`src/rtl/chess_sprite_pkg.sv`:
```
// Shared types and constants for the chess sprite renderer: piece ids,
// the 12-bit RGB palette and the ROM address-width helper.
package chess_sprite_pkg;

   typedef enum logic [2:0] {
      PAWN   = 3'd0,
      QUEEN  = 3'd1,
      KNIGHT = 3'd2,
      ROOK   = 3'd3,
      BISHOP = 3'd4,
      KING   = 3'd5
   } piece_e;

   localparam int PAL_IDX_W = 4;

   // Entry 0 is never shown: index 0 marks a transparent pixel.
   localparam logic [11:0] PALETTE [2**PAL_IDX_W] = '{
      12'h000, 12'hFFF, 12'h111, 12'h8A3,
      12'hC00, 12'h0C0, 12'h00C, 12'hCC0,
      12'h0CC, 12'hC0C, 12'h888, 12'h444,
      12'hF80, 12'h08F, 12'hA52, 12'h5A2
   };

   function automatic int addr_w(input int types, input int dim);
      return $clog2(types * dim * dim);
   endfunction

endpackage

```
`src/rtl/chess_sprite_pipe_if.sv`:
```
// Pixel-side bundle between the board logic / colour mux and one sprite pipe.
interface chess_sprite_pipe_if;

   logic       frame_start;
   logic [9:0] DrawX;
   logic [9:0] DrawY;
   logic [9:0] offsetX;
   logic [9:0] offsetY;
   logic [2:0] piece_sel;
   logic       highlight;
   logic       flip_x;
   logic [3:0] red;
   logic [3:0] green;
   logic [3:0] blue;
   logic       sprite_on;

   modport master (
      output frame_start, DrawX, DrawY, offsetX, offsetY,
             piece_sel, highlight, flip_x,
      input  red, green, blue, sprite_on
   );

   modport slave (
      input  frame_start, DrawX, DrawY, offsetX, offsetY,
             piece_sel, highlight, flip_x,
      output red, green, blue, sprite_on
   );

endinterface

```
`src/rtl/chess_sprite_rom.sv`:
```
// Synchronous indexed sprite ROM, one palette index per pixel, all piece
// images stacked. Contents are a fixed procedural pattern of the address.
module chess_sprite_rom
   import chess_sprite_pkg::*;
#(
   parameter int DEPTH = 18150,
   parameter int IDX_W = 4,
   parameter int AW    = 15
) (
   input  logic             vga_clk,
   input  logic [AW-1:0]    addr,
   output logic [IDX_W-1:0] idx
);

   function automatic logic [IDX_W-1:0] pattern(input logic [AW-1:0] a);
      logic [AW-1:0] hi;
      hi = a >> IDX_W;
      return a[IDX_W-1:0] ^ hi[IDX_W-1:0];
   endfunction

   always_ff @(posedge vga_clk)
      idx <= (32'(addr) < DEPTH) ? pattern(addr) : '0;

endmodule

```
`src/rtl/chess_sprite_pipe.sv`:
```
// Three-stage sprite renderer for one chess-piece square: box test and
// address, ROM read, palette/transparency/blink. One pixel per clock.
module chess_sprite_pipe
   import chess_sprite_pkg::*;
#(
   parameter int SPRITE_DIM   = 55,
   parameter int PIECE_TYPES  = 6,
   parameter int IDX_W        = 4,
   parameter int BLINK_FRAMES = 16
) (
   input  logic                vga_clk,
   input  logic                reset_n,
   chess_sprite_pipe_if.slave  bus
);

   localparam int AW     = addr_w(PIECE_TYPES, SPRITE_DIM);
   localparam int DEPTH  = PIECE_TYPES * SPRITE_DIM * SPRITE_DIM;
   localparam int FCW    = $clog2(BLINK_FRAMES);
   localparam int STAGES = 1;
   localparam logic [9:0]     DIM     = 10'(SPRITE_DIM);
   localparam logic [FCW-1:0] FC_LAST = FCW'(BLINK_FRAMES - 1);

   logic [2:0]     sel_q;
   logic           hl_q;
   logic           flip_q;
   logic [FCW-1:0] frame_cnt;
   logic           blink_phase;

   // Shadow copies only move on frame_start so a frame never tears.
   always_ff @(posedge vga_clk or negedge reset_n) begin
      if (!reset_n) begin
         sel_q       <= 3'(PAWN);
         hl_q        <= 1'b0;
         flip_q      <= 1'b0;
         frame_cnt   <= '0;
         blink_phase <= 1'b0;
      end else if (bus.frame_start) begin
         if (32'(bus.piece_sel) < PIECE_TYPES)
            sel_q <= bus.piece_sel;
         hl_q   <= bus.highlight;
         flip_q <= bus.flip_x;
         if (frame_cnt == FC_LAST) begin
            frame_cnt   <= '0;
            blink_phase <= ~blink_phase;
         end else begin
            frame_cnt <= frame_cnt + 1'b1;
         end
      end
   end

   logic [9:0]    dx, dy, col;
   logic          in_box;
   logic [AW-1:0] addr_c;

   // Unsigned difference: pixels left of / above the box wrap large and fail.
   always_comb begin
      dx     = bus.DrawX - bus.offsetX;
      dy     = bus.DrawY - bus.offsetY;
      col    = flip_q ? (DIM - 10'd1 - dx) : dx;
      in_box = (dx < DIM) && (dy < DIM);
      addr_c = '0;
      if (in_box)
         addr_c = AW'(32'(sel_q) * SPRITE_DIM * SPRITE_DIM
                      + 32'(dy) * SPRITE_DIM + 32'(col));
   end

   logic [AW-1:0]   addr_q;
   logic [STAGES:0] vld_pipe;
   logic [STAGES:0] inv_pipe;

   always_ff @(posedge vga_clk or negedge reset_n) begin
      if (!reset_n) begin
         addr_q   <= '0;
         vld_pipe <= '0;
         inv_pipe <= '0;
      end else begin
         addr_q   <= addr_c;
         vld_pipe <= {vld_pipe[STAGES-1:0], in_box};
         inv_pipe <= {inv_pipe[STAGES-1:0], hl_q & blink_phase};
      end
   end

   logic [IDX_W-1:0] idx;

   chess_sprite_rom #(
      .DEPTH (DEPTH),
      .IDX_W (IDX_W),
      .AW    (AW)
   ) u_rom (
      .vga_clk (vga_clk),
      .addr    (addr_q),
      .idx     (idx)
   );

   logic        opaque;
   logic [11:0] pal, rgb_c;

   always_comb begin
      pal    = PALETTE[PAL_IDX_W'(idx)];
      opaque = vld_pipe[STAGES] && (idx != '0);
      rgb_c  = inv_pipe[STAGES] ? ~pal : pal;
   end

   always_ff @(posedge vga_clk or negedge reset_n) begin
      if (!reset_n) begin
         {bus.red, bus.green, bus.blue} <= '0;
         bus.sprite_on                  <= 1'b0;
      end else begin
         {bus.red, bus.green, bus.blue} <= opaque ? rgb_c : 12'h000;
         bus.sprite_on                  <= opaque;
      end
   end

endmodule

```
`src/flat_wrapper.sv`:
```
// flat-port wrapper written by rule: the top's interface ports become plain ports
module chess_sprite_pipe_flat import chess_sprite_pkg::*;
#(
   parameter int SPRITE_DIM   = 55,
   parameter int PIECE_TYPES  = 6,
   parameter int IDX_W        = 4,
   parameter int BLINK_FRAMES = 16
)
  (vga_clk, reset_n, bus_frame_start, bus_DrawX, bus_DrawY, bus_offsetX, bus_offsetY, bus_piece_sel, bus_highlight, bus_flip_x, bus_red, bus_green, bus_blue, bus_sprite_on);
  chess_sprite_pipe_if bus_i ();
  input  logic vga_clk;
  input  logic reset_n;
  input wire logic [$bits(bus_i.frame_start)-1:0] bus_frame_start;
  input wire logic [$bits(bus_i.DrawX)-1:0] bus_DrawX;
  input wire logic [$bits(bus_i.DrawY)-1:0] bus_DrawY;
  input wire logic [$bits(bus_i.offsetX)-1:0] bus_offsetX;
  input wire logic [$bits(bus_i.offsetY)-1:0] bus_offsetY;
  input wire logic [$bits(bus_i.piece_sel)-1:0] bus_piece_sel;
  input wire logic [$bits(bus_i.highlight)-1:0] bus_highlight;
  input wire logic [$bits(bus_i.flip_x)-1:0] bus_flip_x;
  output wire logic [$bits(bus_i.red)-1:0] bus_red;
  output wire logic [$bits(bus_i.green)-1:0] bus_green;
  output wire logic [$bits(bus_i.blue)-1:0] bus_blue;
  output wire logic [$bits(bus_i.sprite_on)-1:0] bus_sprite_on;
  assign bus_i.frame_start = bus_frame_start;
  assign bus_i.DrawX = bus_DrawX;
  assign bus_i.DrawY = bus_DrawY;
  assign bus_i.offsetX = bus_offsetX;
  assign bus_i.offsetY = bus_offsetY;
  assign bus_i.piece_sel = bus_piece_sel;
  assign bus_i.highlight = bus_highlight;
  assign bus_i.flip_x = bus_flip_x;
  assign bus_red = bus_i.red;
  assign bus_green = bus_i.green;
  assign bus_blue = bus_i.blue;
  assign bus_sprite_on = bus_i.sprite_on;
  chess_sprite_pipe #(.SPRITE_DIM(SPRITE_DIM), .PIECE_TYPES(PIECE_TYPES), .IDX_W(IDX_W), .BLINK_FRAMES(BLINK_FRAMES)) u_core (.vga_clk(vga_clk), .reset_n(reset_n), .bus(bus_i));
endmodule
```
`config.mk`:
```
export PLATFORM = sky130hd
export DESIGN_NAME = chess_sprite_pipe_flat
export DESIGN_NICKNAME = d
export VERILOG_FILES = /design/src/rtl/chess_sprite_pkg.sv /design/src/rtl/chess_sprite_pipe_if.sv /design/src/rtl/chess_sprite_rom.sv /design/src/rtl/chess_sprite_pipe.sv /design/src/flat_wrapper.sv
export SDC_FILE = /design/constraint.sdc
export NUM_CORES = 1
export LEC_CHECK = 0
export CORE_UTILIZATION = 33
export DETAILED_ROUTE_END_ITERATION = 8
export HOLD_SLACK_MARGIN = 0.06
export MAX_ROUTING_LAYER = met4
export PLACE_DENSITY_LB_ADDON = 0.15
export SLEW_MARGIN = 30
export SYNTH_ARGS = -nofsm -noshare
export SYNTH_HDL_FRONTEND = slang
export SYNTH_SLANG_ARGS = --single-unit
```
`constraint.sdc`:
```
create_clock -name vga_clk -period 7.34 [get_ports vga_clk]
set_input_delay 1.468 -clock vga_clk [delete_from_list [all_inputs] [get_ports vga_clk]]
set_output_delay 1.468 -clock vga_clk [all_outputs]
set_load 0.005 [all_outputs]
```
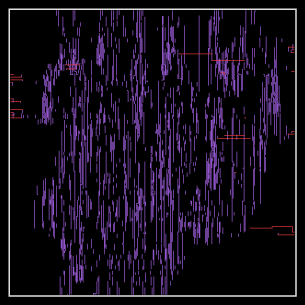
Fig. 1. Signal wires by layer.
(2 px per um) Two of the layers only.
purple -> met2  # wire length 6860 um
red -> met3  # wire length 150 um
Routed WL per cell: 12.2 um
GRT Total Usage: 13.8%

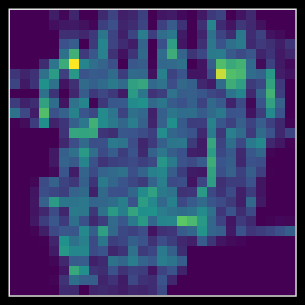
Fig. 2. Signal metal coverage by tile.
(2 px per um) The die is cut into 29 by 29 equal tiles; dark purple is low, yellow is high, scaled to the fullest tile. Values are wire area over tile area, all layers added.
mean over tiles = 0.096
densest ninth of the die = center
tiles over half the peak = 5.9%
fullest tile = 0.48
nearly empty tiles = 26%

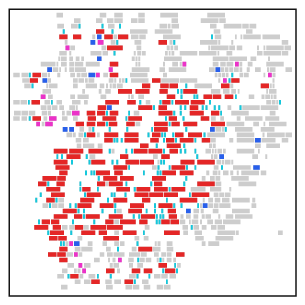
Fig. 3. Gate-type map.
(2 px per um)
magenta -> AND and OR gates  # cells 18, most used and3_1, where widely spread
cyan -> inverters  # cells 163, most used inv_1
red -> adder and majority cells  # cells 170, most used ha_1
blue -> AND-OR and OR-AND gates  # cells 17, most used o21a_1

==> out/summary.txt <==
Non-CTS buffers - 110
cell area after synthesis - 6530 sq um
routed wire length - 13100 um
share of post-route cells with drive strength above 1 - 17.0%
Flop area - 1130 sq um
Worst Hold Path EP - u_core.vld_pipe[1]$_DFF_PN0_
Latency at later pin - 290 ps
mi-comb count - 477
Unique masters post-synth - 60
post-synthesis register bit count - 46
mux frac, synth - 1.49%
global-route wire length before repair - 21900 um
Setup TNS - 0 ps
area reported by Yosys stat - 6530 sq um
Worst Reg-to-Reg Cells - 26
# Cells Yosys - 700
Worst Hold Margin - 347 ps
vias in the first global route - 4757
Floorplan Nets - 918
xor+xnor area frac - 8.32%
detailed placement HPWL - 11400 um
residual DRC count - 0
Post-synth EDFFs - 0
yosys aoi share - 10.7%
Post-synth seq share - 17.3%
final std cells w/o fill - 1069
CTS H-tree depth - 2
Tightest Hold Check Type - reg2reg
grt ovf - 0
Avg Vias per Cell - 4.37
hold path depth - 0
Die Width - 143 um
Least-Margin Pin Slew - 679 ps
synthesis-to-finish area growth - 25.5%
CP startpoint - bus_offsetY[0]
Reg2Reg Setup Slack - 780 ps
first drt pass iteration count - 4
Log Warnings - 44
setup ws final - 276 ps
I/O Pins - 61
status - completed
Slew HR - 53.6%
Largest logic family - adder cells
fin nets - 1021
largest net degree at the start of global routing - 43
Required @ worst endpoint - 7500 ps
fin crit period - 7060 ps
FP Rows - 51
flop share of the area - 13.8%
placed cell areas - 7710 sq um
yosys adder share - 41.3%
Min-Delay Startpoint - u_core.vld_pipe[0]$_DFF_PN0_
CP Capture Point - u_core.addr_q[13]$_DFF_PN0_
FF-to-FF Start - u_core.sel_q[1]$_DFFE_PN0P_
Final Hold Fails - 0
Setup CP Type - in2reg
clock-cell share of area - 1.80%
Worst-path clk slew - 60 ps
RR Endpoint - u_core.addr_q[13]$_DFF_PN0_
fin area - 8190 sq um
Chip Height - 143 um
Max clock buf depth - 2
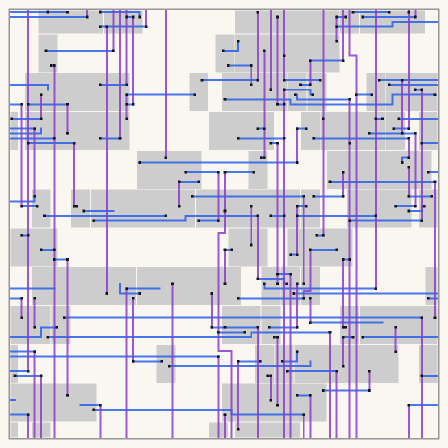
Fig. 4. Zoomed window.
Region (56, 56) to (86, 86) um. Cells in gray, sequential cells in the stronger gray; small squares are vias.
blue -> met1
purple -> met2
cells with their middle in the window = 49
most frequent = inv_1 (21), fa_1 (13), ha_1 (10)
sequential cells in the window = 0

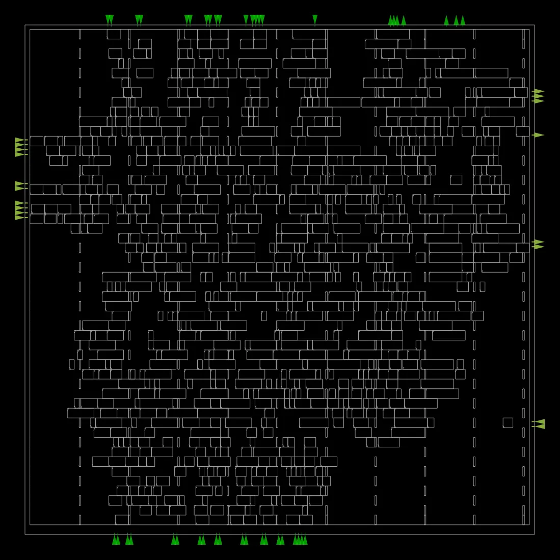
Fig. 5. Cell placement.
# fillers: 1928
Seq Cell Count: 46
Core Footprint: 19400 sq um
utilization after layout: 42.2%
# Taps: 265

-- per-layer routing --
metal	wire length, um	track usage [%]
met1	5980	17.2
met2	6860	24.4
met3	149	1.14
met4	100	2.83
met5	0	-
-- worst max-delay path, stage by stage --
cell,delay [ps]
clkdlybuf4s50_1,470
ha_2,170
inv_1,50
fa_2,340
nand2_1,60
nand2_1,60
a21oi_2,160
o21bai_1,90
a21oi_2,210
xnor2_2,90
buf_4,150
fa_1,540
fa_1,440
fa_1,500
fa_1,550
inv_1,50
fa_1,540
inv_2,50
ha_4,160
nor3_4,190
o21ai_2,110
a31oi_4,230
nor4_2,60
nor3_2,180
xor2_1,250
nor2_4,40
